### src/rtl/interp_pkg.sv
// Shared constants and FSM encoding for the reference-row streamer and the
// subpixel interpolator that consumes its rows.
package interp_pkg;

   localparam int PIX_W    = 8;
   localparam int TAPS     = 8;
   localparam int TAP_LEFT = 3;
   localparam int BLK      = 8;
   localparam int ROW_PIX  = BLK + TAPS - 1;
   localparam int ROW_W    = ROW_PIX * PIX_W;

   localparam logic [3:0] LAST_IDX = 4'(ROW_PIX - 1);

   typedef enum logic [2:0] {
      ST_IDLE,
      ST_FETCH,
      ST_WAIT,
      ST_PRESENT,
      ST_DONE
   } state_t;

endpackage

### src/rtl/ref_row_streamer_if.sv
// Control, frame-memory read port and row-stream signals of the reference-row
// streamer; master is the streamer, slave is its environment.
interface ref_row_streamer_if #(
   parameter int COORD_W = 8,
   parameter int ADDR_W  = 12
);
   import interp_pkg::*;

   logic               start;
   logic [COORD_W-1:0] blk_x;
   logic [COORD_W-1:0] blk_y;
   logic               busy;
   logic               mem_rd;
   logic [ADDR_W-1:0]  mem_addr;
   logic [PIX_W-1:0]   mem_rdata;
   logic [ROW_W-1:0]   out_row;
   logic               row_valid;
   logic               row_ready;
   logic [3:0]         row_idx;
   logic               last_row;
   logic               done;

   modport master (
      input  start, blk_x, blk_y, mem_rdata, row_ready,
      output busy, mem_rd, mem_addr, out_row, row_valid, row_idx, last_row, done
   );

   modport slave (
      output start, blk_x, blk_y, mem_rdata, row_ready,
      input  busy, mem_rd, mem_addr, out_row, row_valid, row_idx, last_row, done
   );

endinterface

### src/rtl/coord_clamp.sv
// Clamps a signed coordinate into [lo, hi] and returns it as an unsigned
// value narrow enough to index the frame; this is what implements edge padding.
module coord_clamp #(
   parameter int IN_W  = 10,
   parameter int OUT_W = 6
) (
   input  logic signed [IN_W-1:0] i_val,
   input  logic signed [IN_W-1:0] i_lo,
   input  logic signed [IN_W-1:0] i_hi,
   output logic [OUT_W-1:0]       o_val
);

   logic signed [IN_W-1:0] w_sel;

   assign w_sel = (i_val < i_lo) ? i_lo :
                  (i_val > i_hi) ? i_hi : i_val;

   assign o_val = w_sel[OUT_W-1:0];

endmodule

### src/rtl/ref_row_streamer.sv
// Fetches the 15x15 reference window around an 8x8 block, clamping coordinates
// at frame edges, and offers it one packed 15-pixel row per handshake.
module ref_row_streamer
   import interp_pkg::*;
#(
   parameter int FRAME_W = 64,
   parameter int FRAME_H = 64,
   parameter int COORD_W = 8,
   parameter int ADDR_W  = 12
) (
   input  logic            clk,
   input  logic            rst,
   ref_row_streamer_if.master bus
);

   localparam int CW = COORD_W + 2;
   localparam int XB = $clog2(FRAME_W);
   localparam int YB = $clog2(FRAME_H);

   localparam logic signed [CW-1:0] C_LO = '0;
   localparam logic signed [CW-1:0] X_HI = CW'(FRAME_W - 1);
   localparam logic signed [CW-1:0] Y_HI = CW'(FRAME_H - 1);
   localparam logic signed [CW-1:0] C_OFF = CW'(TAP_LEFT);

   state_t r_state;
   state_t w_next;

   logic [COORD_W-1:0] r_blkX;
   logic [COORD_W-1:0] r_blkY;
   logic [3:0]         r_row;
   logic [3:0]         r_pix;
   logic               r_capV;
   logic [3:0]         r_capIdx;
   logic [ROW_W-1:0]   r_asm;

   logic               w_rd;
   logic               w_valid;
   logic               w_done;
   logic               w_busy;
   logic signed [CW-1:0] w_xRaw;
   logic signed [CW-1:0] w_yRaw;
   logic [XB-1:0]      w_xC;
   logic [YB-1:0]      w_yC;
   logic [ADDR_W-1:0]  w_addr;

   assign w_xRaw = $signed({2'b00, r_blkX}) + $signed({{(CW-4){1'b0}}, r_pix}) - C_OFF;
   assign w_yRaw = $signed({2'b00, r_blkY}) + $signed({{(CW-4){1'b0}}, r_row}) - C_OFF;

   coord_clamp #(.IN_W(CW), .OUT_W(XB)) u_clampX (
      .i_val (w_xRaw),
      .i_lo  (C_LO),
      .i_hi  (X_HI),
      .o_val (w_xC)
   );

   coord_clamp #(.IN_W(CW), .OUT_W(YB)) u_clampY (
      .i_val (w_yRaw),
      .i_lo  (C_LO),
      .i_hi  (Y_HI),
      .o_val (w_yC)
   );

   // Power-of-two frame width turns y*FRAME_W + x into a concatenation.
   assign w_addr = ADDR_W'({w_yC, w_xC});

   always_ff @(posedge clk) begin
      if (rst) r_state <= ST_IDLE;
      else     r_state <= w_next;
   end

   always_comb begin
      w_next  = r_state;
      w_rd    = 1'b0;
      w_valid = 1'b0;
      w_done  = 1'b0;
      w_busy  = 1'b1;
      case (r_state)
         ST_IDLE: begin
            w_busy = 1'b0;
            if (bus.start) w_next = ST_FETCH;
         end
         ST_FETCH: begin
            w_rd = 1'b1;
            if (r_pix == LAST_IDX) w_next = ST_WAIT;
         end
         ST_WAIT: w_next = ST_PRESENT;
         ST_PRESENT: begin
            w_valid = 1'b1;
            if (bus.row_ready) w_next = (r_row == LAST_IDX) ? ST_DONE : ST_FETCH;
         end
         ST_DONE: begin
            w_done = 1'b1;
            w_next = ST_IDLE;
         end
         default: w_next = ST_IDLE;
      endcase
   end

   // Read data returns one cycle late, so the slot index is delayed alongside it.
   always_ff @(posedge clk) begin
      if (rst) begin
         r_blkX   <= '0;
         r_blkY   <= '0;
         r_row    <= '0;
         r_pix    <= '0;
         r_capV   <= 1'b0;
         r_capIdx <= '0;
         r_asm    <= '0;
      end else begin
         r_capV   <= w_rd;
         r_capIdx <= r_pix;
         if (r_capV) r_asm[r_capIdx*PIX_W +: PIX_W] <= bus.mem_rdata;
         if (r_state == ST_IDLE && bus.start) begin
            r_blkX <= bus.blk_x;
            r_blkY <= bus.blk_y;
            r_row  <= '0;
            r_pix  <= '0;
         end else if (r_state == ST_FETCH) begin
            r_pix <= r_pix + 4'd1;
         end else if (r_state == ST_PRESENT && bus.row_ready && r_row != LAST_IDX) begin
            r_row <= r_row + 4'd1;
            r_pix <= '0;
         end
      end
   end

   assign bus.busy      = w_busy;
   assign bus.mem_rd    = w_rd;
   assign bus.mem_addr  = w_rd ? w_addr : '0;
   assign bus.out_row   = r_asm;
   assign bus.row_valid = w_valid;
   assign bus.row_idx   = r_row;
   assign bus.last_row  = w_valid && (r_row == LAST_IDX);
   assign bus.done      = w_done;

endmodule

### src/flat_wrapper.sv
// flat-port wrapper written by rule: the top's interface ports become plain ports
module ref_row_streamer_flat import interp_pkg::*;
#(
   parameter int FRAME_W = 64,
   parameter int FRAME_H = 64,
   parameter int COORD_W = 8,
   parameter int ADDR_W  = 12
)
  (clk, rst, bus_start, bus_blk_x, bus_blk_y, bus_mem_rdata, bus_row_ready, bus_busy, bus_mem_rd, bus_mem_addr, bus_out_row, bus_row_valid, bus_row_idx, bus_last_row, bus_done);
  ref_row_streamer_if #(.COORD_W(COORD_W), .ADDR_W(ADDR_W)) bus_i ();
  input  logic clk;
  input  logic rst;
  input wire logic [$bits(bus_i.start)-1:0] bus_start;
  input wire logic [$bits(bus_i.blk_x)-1:0] bus_blk_x;
  input wire logic [$bits(bus_i.blk_y)-1:0] bus_blk_y;
  input wire logic [$bits(bus_i.mem_rdata)-1:0] bus_mem_rdata;
  input wire logic [$bits(bus_i.row_ready)-1:0] bus_row_ready;
  output wire logic [$bits(bus_i.busy)-1:0] bus_busy;
  output wire logic [$bits(bus_i.mem_rd)-1:0] bus_mem_rd;
  output wire logic [$bits(bus_i.mem_addr)-1:0] bus_mem_addr;
  output wire logic [$bits(bus_i.out_row)-1:0] bus_out_row;
  output wire logic [$bits(bus_i.row_valid)-1:0] bus_row_valid;
  output wire logic [$bits(bus_i.row_idx)-1:0] bus_row_idx;
  output wire logic [$bits(bus_i.last_row)-1:0] bus_last_row;
  output wire logic [$bits(bus_i.done)-1:0] bus_done;
  assign bus_i.start = bus_start;
  assign bus_i.blk_x = bus_blk_x;
  assign bus_i.blk_y = bus_blk_y;
  assign bus_i.mem_rdata = bus_mem_rdata;
  assign bus_i.row_ready = bus_row_ready;
  assign bus_busy = bus_i.busy;
  assign bus_mem_rd = bus_i.mem_rd;
  assign bus_mem_addr = bus_i.mem_addr;
  assign bus_out_row = bus_i.out_row;
  assign bus_row_valid = bus_i.row_valid;
  assign bus_row_idx = bus_i.row_idx;
  assign bus_last_row = bus_i.last_row;
  assign bus_done = bus_i.done;
  ref_row_streamer #(.FRAME_W(FRAME_W), .FRAME_H(FRAME_H), .COORD_W(COORD_W), .ADDR_W(ADDR_W)) u_core (.clk(clk), .rst(rst), .bus(bus_i));
endmodule
### config.mk
export PLATFORM = sky130hd
export DESIGN_NAME = ref_row_streamer_flat
export DESIGN_NICKNAME = d
export VERILOG_FILES = /design/src/rtl/interp_pkg.sv /design/src/rtl/ref_row_streamer_if.sv /design/src/rtl/coord_clamp.sv /design/src/rtl/ref_row_streamer.sv /design/src/flat_wrapper.sv
export SDC_FILE = /design/constraint.sdc
export NUM_CORES = 1
export LEC_CHECK = 0
export CAP_MARGIN = 0
export CORE_UTILIZATION = 40
export DETAILED_ROUTE_END_ITERATION = 12
export GPL_ROUTABILITY_DRIVEN = 1
export PLACE_DENSITY_LB_ADDON = 0.2
export SLEW_MARGIN = 20
export SYNTH_ARGS = -nofsm -noshare
export SYNTH_HDL_FRONTEND = slang
export SYNTH_SLANG_ARGS = --single-unit
### constraint.sdc
create_clock -name clk -period 3 [get_ports clk]
set_input_delay 0.45 -clock clk [delete_from_list [all_inputs] [get_ports clk]]
set_output_delay 0.45 -clock clk [all_outputs]
set_load 0.01 [all_outputs]
==> out/qor.txt, run 1 <==
Status -> complete, but fails checks
Violated checks -> setup timing
Vias in the first global route -> 6017
Reg clk slew, reported paths -> 0.06 ns
PnR worst setup slack -> -0.173 ns
# Cells Yosys -> 842
Die Wd -> 135 um
Worst Hold Class -> reg2reg
Max cap viols -> 0
Initial antenna violation count -> 0
Bufs and invs on worst path -> 2
Number of cells on the worst reg-to-reg path -> 8
Worst slew pin tran -> 0.624 ns
Final Power -> 4890 uW
Main synth FF type -> dfxtp_1
Most frequent cells in the layout -> clkdlybuf4s50_1 (155), dfxtp_1 (140), nand2_1 (118), nor2_1 (116), a21oi_1 (74)
Synthesized area -> 7040 um2
CP startpoint -> u_core.r_blkY[1]$_SDFFE_PP0P_
Worst Hold Launch -> u_core.bus.out_row[57]$_SDFFE_PP0P_
Post-DRT Antenna Nets -> 0
Core Util, Final -> 58.9%
Metal-1 WL -> 9.28 mm
CP Max Fanout -> 6
Flop2flop setup slack -> 0.40 ns
Cell chosen for the clock root -> clkbuf_16
Met3 WL -> 1.07 mm
Fin nets -> 1095
RSZ-0062 raised after global routing -> true
Hold Crit Endpoint -> u_core.bus.out_row[57]$_SDFFE_PP0P_
Final tally of hold violations -> 0
Synth Seq Share -> 43.2%
Placer congestion estimate -> 0.829
Commonest Layout Cell -> clkdlybuf4s50_1
Diode count -> 0
IR drop worst, VDD -> 413 uV
HPWL Detailed -> 14.2 mm
Clock tree sinks -> 152
Final Setup Violations -> 12
Chip area -> 18100 um2
CTS tree -> done
Synth Net Count -> 903
-- run 1: per-layer routing --
metal  GRT usage [%]  vias up
met3            5.07       19
li1                -     3233
met5               0        -
met1            30.0     3027
met2            35.1      153
met4            6.24        0
-- run 1: registers in the layout (all words and copies together), names as in the netlist --
| signal | count |
|---|---|
| u_core.r_state | 3 |
| u_core.r_capIdx | 4 |
| u_core.r_blkX | 8 |
| u_core.bus.out_row | 120 |
| u_core.r_blkY | 8 |
| u_core.r_pix | 4 |
| u_core.r_capV | 1 |
| u_core.bus.row_idx | 4 |
-- run 1: worst max path at each step --
stage               depth (start not counted)          endpoint
detailed placement                         13  bus_mem_addr[11]
finish                                     10   bus_mem_addr[9]
floorplan                                  11  bus_mem_addr[10]
CTS                                        10   bus_mem_addr[6]
global placement                           13   bus_mem_addr[6]
global route                               10   bus_mem_addr[8]
-- run 1: tightest hold or removal path: cells and delay by family, from the launching register on --
family / cells / cell delay (ns)
simple gates: 1 / 0.05
compound gates: 1 / 0.05
flops: 1 / 0.31
-- run 1: kinds of logic (layout without fill, tap and decap cells) --
logic type	count (synthesis)	in the layout	share of synthesized area (%)
compound gates	119	119	9.86
flops	152	152	43.2
buf+inv	93	298	5.26
fa+ha+maj	33	33	6.07
xor+xnor	12	12	1.60
simple gates	361	361	23.8
mux	72	72	10.2
-- run 1: area by class of cell --
class	instances	area, um2
clock buffer	19	443
clock inverter	13	191
timing repair buffer	216	2000
fill	1598	7080
inverter	50	193
sequential	152	3060
multi-input combinational	597	3990
tap	225	282
-- run 1: power by group --
part / internal (uW) / switching (uW) / total, uW
logic: 223 / 304 / 527
clock network: 1430 / 876 / 2300
registers: 2040 / 16.6 / 2060
-- run 1: cells in the mapped netlist, types with 6 or more instances --
cell type and number:
dfxtp_1 152, nand2_1 119, nor2_1 116, a21oi_1 80, mux2i_1 72, inv_1 49
clkbuf_1 35, nand3_1 32, ha_1 31, or3_1 29, and3_1 23, o21ai_0 9
nand2b_1 8, xnor2_1 7, a41oi_1 6, nor3_1 6
-- run 1: per-stage QoR --
| stage | setup WS, ns | instance area [um2] | hold WS, ns |
|---|---|---|---|
| after floorplan | 0.109 | 7050 | 0.436 |
| after global placement | -0.171 | 9140 | 0.440 |
| after detailed placement | -0.252 | 9140 | 0.446 |
| after CTS | -0.160 | 10000 | 0.454 |
| after global routing | -0.281 | 10200 | 0.471 |
| final | -0.173 | 10200 | 0.451 |
-- run 1: what timing repair did --
action,in CTS,in global routing
setup buffers,6,4
pin swaps,27,17
resized,111,20
setup endpoints to repair,12,13
**Run 1: placement view**

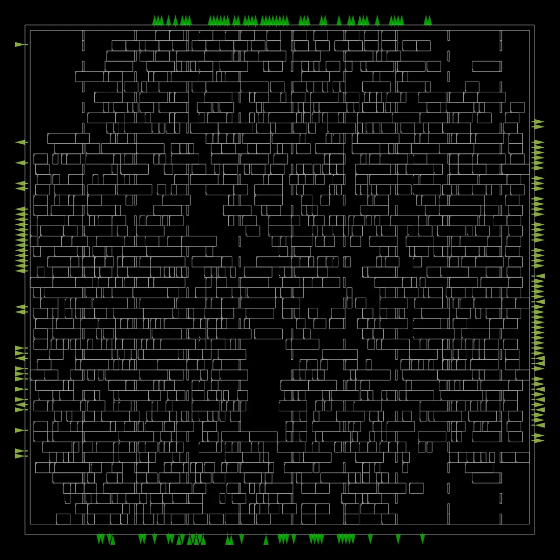
Rows: 48
core box area: 17200 um2
Fill cells: 1598
# Taps: 225

**Run 1: placement by cell class**

(3 px per um)
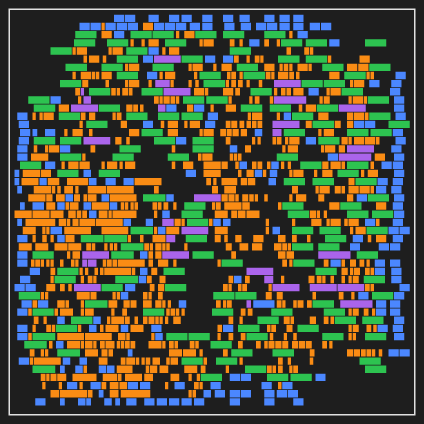
color	class	cells
orange	remaining logic cells	647
purple	clock drivers and dummy loads	32
green	registers	152
blue	remaining buffers and delay cells	216

**Run 1: nets reached from selected ports**

(2 px per um)
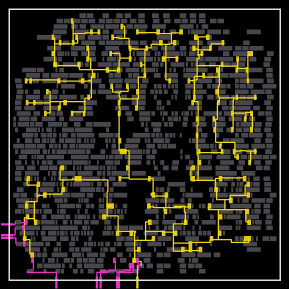
color	port	bits	direction	edge	end cells	wire
magenta	`bus_blk_y`	8	input	5 bottom, 3 left	8	102 um
yellow	`rst`	1	input	bottom	144	1280 um
# port buffers: 168
I/O Pins: 169

**Run 1: the metal 1 layer**

(4 px per um) Supply wires on this layer in gray. Cells faint in the background.
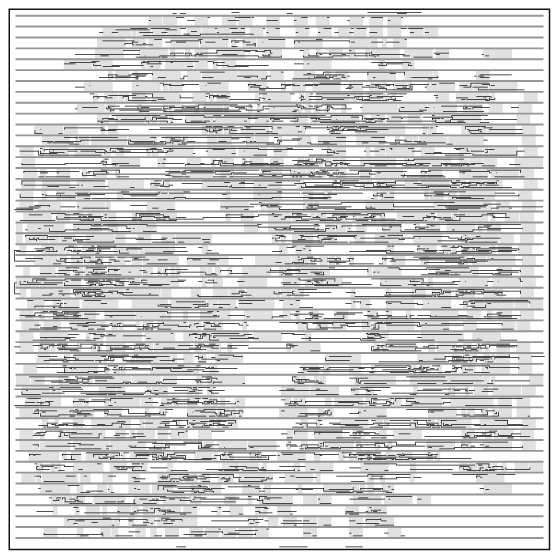
nets with wire on the layer	981
wire length on this layer	9280 um
main direction	horizontal
Post-Route WL: 19.9 mm
vias post-DR: 6432
M1 GR Usage: 30.0%

**Run 1: cell density map**

(3 px per um) 13 x 13 tiles, from dark blue (low) to red (high), 0 to 100% covered.
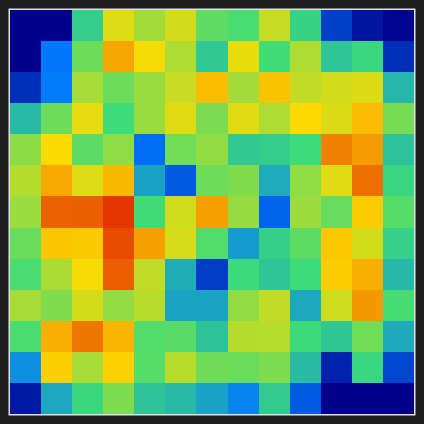

--- run 2 (diff from run 1) ---
ABC_AREA = 1   (was default)
CTS_CLUSTER_DIAMETER = 200   (was default)
PLACE_DENSITY = 0.69   (was default)
PLACE_DENSITY_LB_ADDON = default   (was 0.2)
**Run 2: cell density map**

(3 px per um) 14 x 14 tiles, from dark blue (low) to red (high), 0 to 100% covered.
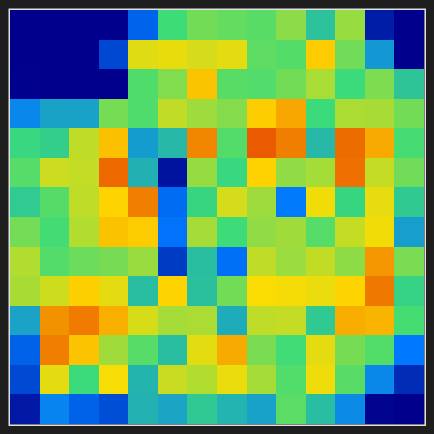
fullest tile	90%
emptiest ninth of the die	top left
nearly empty tiles	7.7%
mean over tiles	52%
tiles over 75% full	15%

==> run 2 against run 1 <==
Against the previous run: the flow finishes with violations (DRC); critical path depth is 3 higher; sequential share of layout area is 0.35 points lower; register-to-register slack worse by 0.14 ns; setup slack better by 0.21 ns; routed wire length is 3.0% higher; power is 7.8% higher; via count is 15% higher; critical path type unchanged; largest power group unchanged; highest routed layer unchanged.
==> out/qor.txt, run 2 <==
Net Sw Frac -> 28.3% (+3.8 points)
Chip area -> 19100 um2 (+5.2%)
Sequential fraction of design power -> 39.5% (-2.6 points)
Synthesized area -> 7410 um2 (+5.3%)
Flop2flop setup slack -> 0.26 ns (-0.14 ns)
Final Setup Violations -> 0 (-12)
Count leader, synth -> nor2_1
Core box area -> 18100 um2 (+4.9%)
Worst Hold Class -> reg2reg
I/O Pins -> 169 (unchanged)
Max cap viols -> 0 (unchanged)
Violated checks -> DRC
Die Wd -> 138 um (+2.6%)
Final tally of hold violations -> 0 (unchanged)
Reg clk slew, reported paths -> 0.07 ns (about the same)
Sw Pwr -> 1490 uW (+25%)
Yosys synthesis chip area -> 7410 um2
Status -> complete, but fails checks
Top cells by count, synth -> nor2_1 (249), nand2_1 (226), inv_1 (154)
Registers, synthesis -> 152
Fin nets -> 1349 (+23%)
Synth Net Count -> 1171 (+30%)
Cell Chain, Critical Path -> ha_1, ha_4, inv_1, fa_2, inv_2, nand4_1, nand3_1, nand2_2, nand2_4, nand3_2, nand2_1, inv_1, buf_2
Most frequent cells in the layout -> nor2_1 (248), nand2_1 (217), clkdlybuf4s50_1 (156), inv_1 (147), dfxtp_1 (147)
Worst slew pin tran -> 0.669 ns (+0.0443 ns)
Synth Seq Share -> 41.0% (-2.2 points)
WP data arrival -> 2.51 ns
Clock tree sinks -> 152 (unchanged)
Post-DRT Antenna Nets -> 0 (unchanged)
Commonest Layout Cell -> nor2_1
Diode count -> 0 (unchanged)
Worst setup SP type -> register
Main synth FF type -> dfxtp_1
Cell Int Power -> 3770 uW (+2.3%)
Final Power -> 5270 uW (+7.8%)
Max reg flops -> 120 (unchanged)
IR drop worst, VDD -> 394 uV (-4.7%)
# Cells Yosys -> 1110 (+32%)
Comb pwr share -> 16.9% (+6.1 points)
Drt drc -> 28
CP Max Fanout -> 6 (unchanged)
CTS tree -> done
**Run 2: the metal 1 layer**

(3 px per um) Supply wires on this layer in gray. Cells faint in the background.
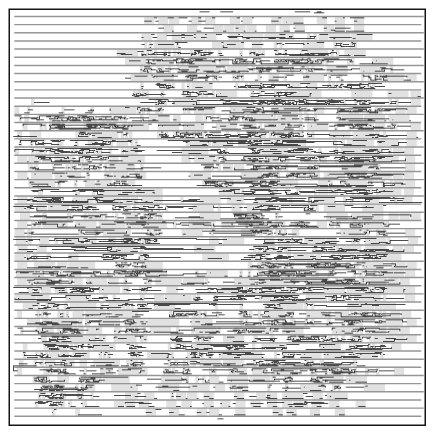
share of all routed wire	42%
wire length on this layer	8730 um
main direction	horizontal
longest straight run	31.3 um
nets with wire on the layer	1234
Post-Route WL: 20.5 mm
vias post-DR: 7410
M1 GR Usage: 26.5%

## run 2: cell type report
cell class                 count  area, um2
multi-input combinational    759       3820
sequential                   152       3050
tap                          229        287
clock inverter                13        180
fill                        1714       7840
clock buffer                  19        453
timing repair buffer         195       1840
inverter                     163        612
## run 2: timing repair
action,in CTS,in global routing
setup buffers,2,3
setup endpoints to repair,12,12
gates resized,57,43
pin swaps,5,13
## run 2: power groups by stage
| stage | registers, uW | clock network (uW) | logic (uW) |
|---|---|---|---|
| 3_3_place_gp | 2120 | 0 | 804 |
| 6_report | 2080 | 2300 | 890 |
| 2_1_floorplan | 2120 | 0 | 521 |
| 4_1_cts | 2080 | 2330 | 828 |
| 3_5_place_dp | 2120 | 0 | 804 |
| 5_1_grt | 2080 | 2430 | 990 |
## run 2: worst register-to-register path: stages (launching register included)
cell     delay (ns)
dfxtp_1        0.47
inv_2          0.19
ha_1           0.49
inv_1          0.41
nand3_1        0.25
nor2_1         0.17
nand2_1        0.30
o21ai_0        0.29
nor2_1         0.06
## run 2: cell families (layout without fill, tap and decap cells)
logic type | after synthesis | after routing | share of synthesized area, %
AND-OR/OR-AND | 134 | 134 | 9.15
adder cells (fa/ha/maj) | 33 | 33 | 5.77
buffers and inverters | 199 | 390 | 10.2
AND/OR/NAND/NOR | 585 | 585 | 32.9
XOR/XNOR | 7 | 7 | 0.928
flip-flops | 152 | 152 | 41.0
## run 2: worst paths after layout
path | startpoint | to | cells past startpoint
max | u_core.bus.row_idx[1]$_SDFFE_PP0P_ | bus_mem_addr[7] | 13
min | u_core.r_pix[0]$_SDFFE_PP0P_ | u_core.r_pix[0]$_SDFFE_PP0P_ | 1
max reg2reg | u_core.r_capIdx[0]$_SDFF_PP0_ | u_core.bus.out_row[29]$_SDFFE_PP0P_ | 8
min reg2reg | u_core.r_pix[0]$_SDFFE_PP0P_ | u_core.r_pix[0]$_SDFFE_PP0P_ | 1
## run 2: layer usage
metal,vias to the layer above,track usage (%),wire length (um)
li1,3824,-,-
met1,3350,26.5,8730
met2,211,37.3,10200
met3,25,5.40,1340
met4,0,6.62,289
met5,-,0,0
## run 2: stage by stage
step	hold slack, ns	util (%)	worst slack [ns]	std cells
after floorplan	0.427	-	0.473	1110
after global placement	0.446	52.1	0.0755	1493
after detailed placement	0.450	52.1	0.0152	1493
after CTS	0.447	56.0	-0.0208	1527
after global routing	0.462	56.7	-0.0467	1530
final	0.447	56.7	0.0390	1530
Power figures rest on the tool's default switching activity, not on a simulated workload.
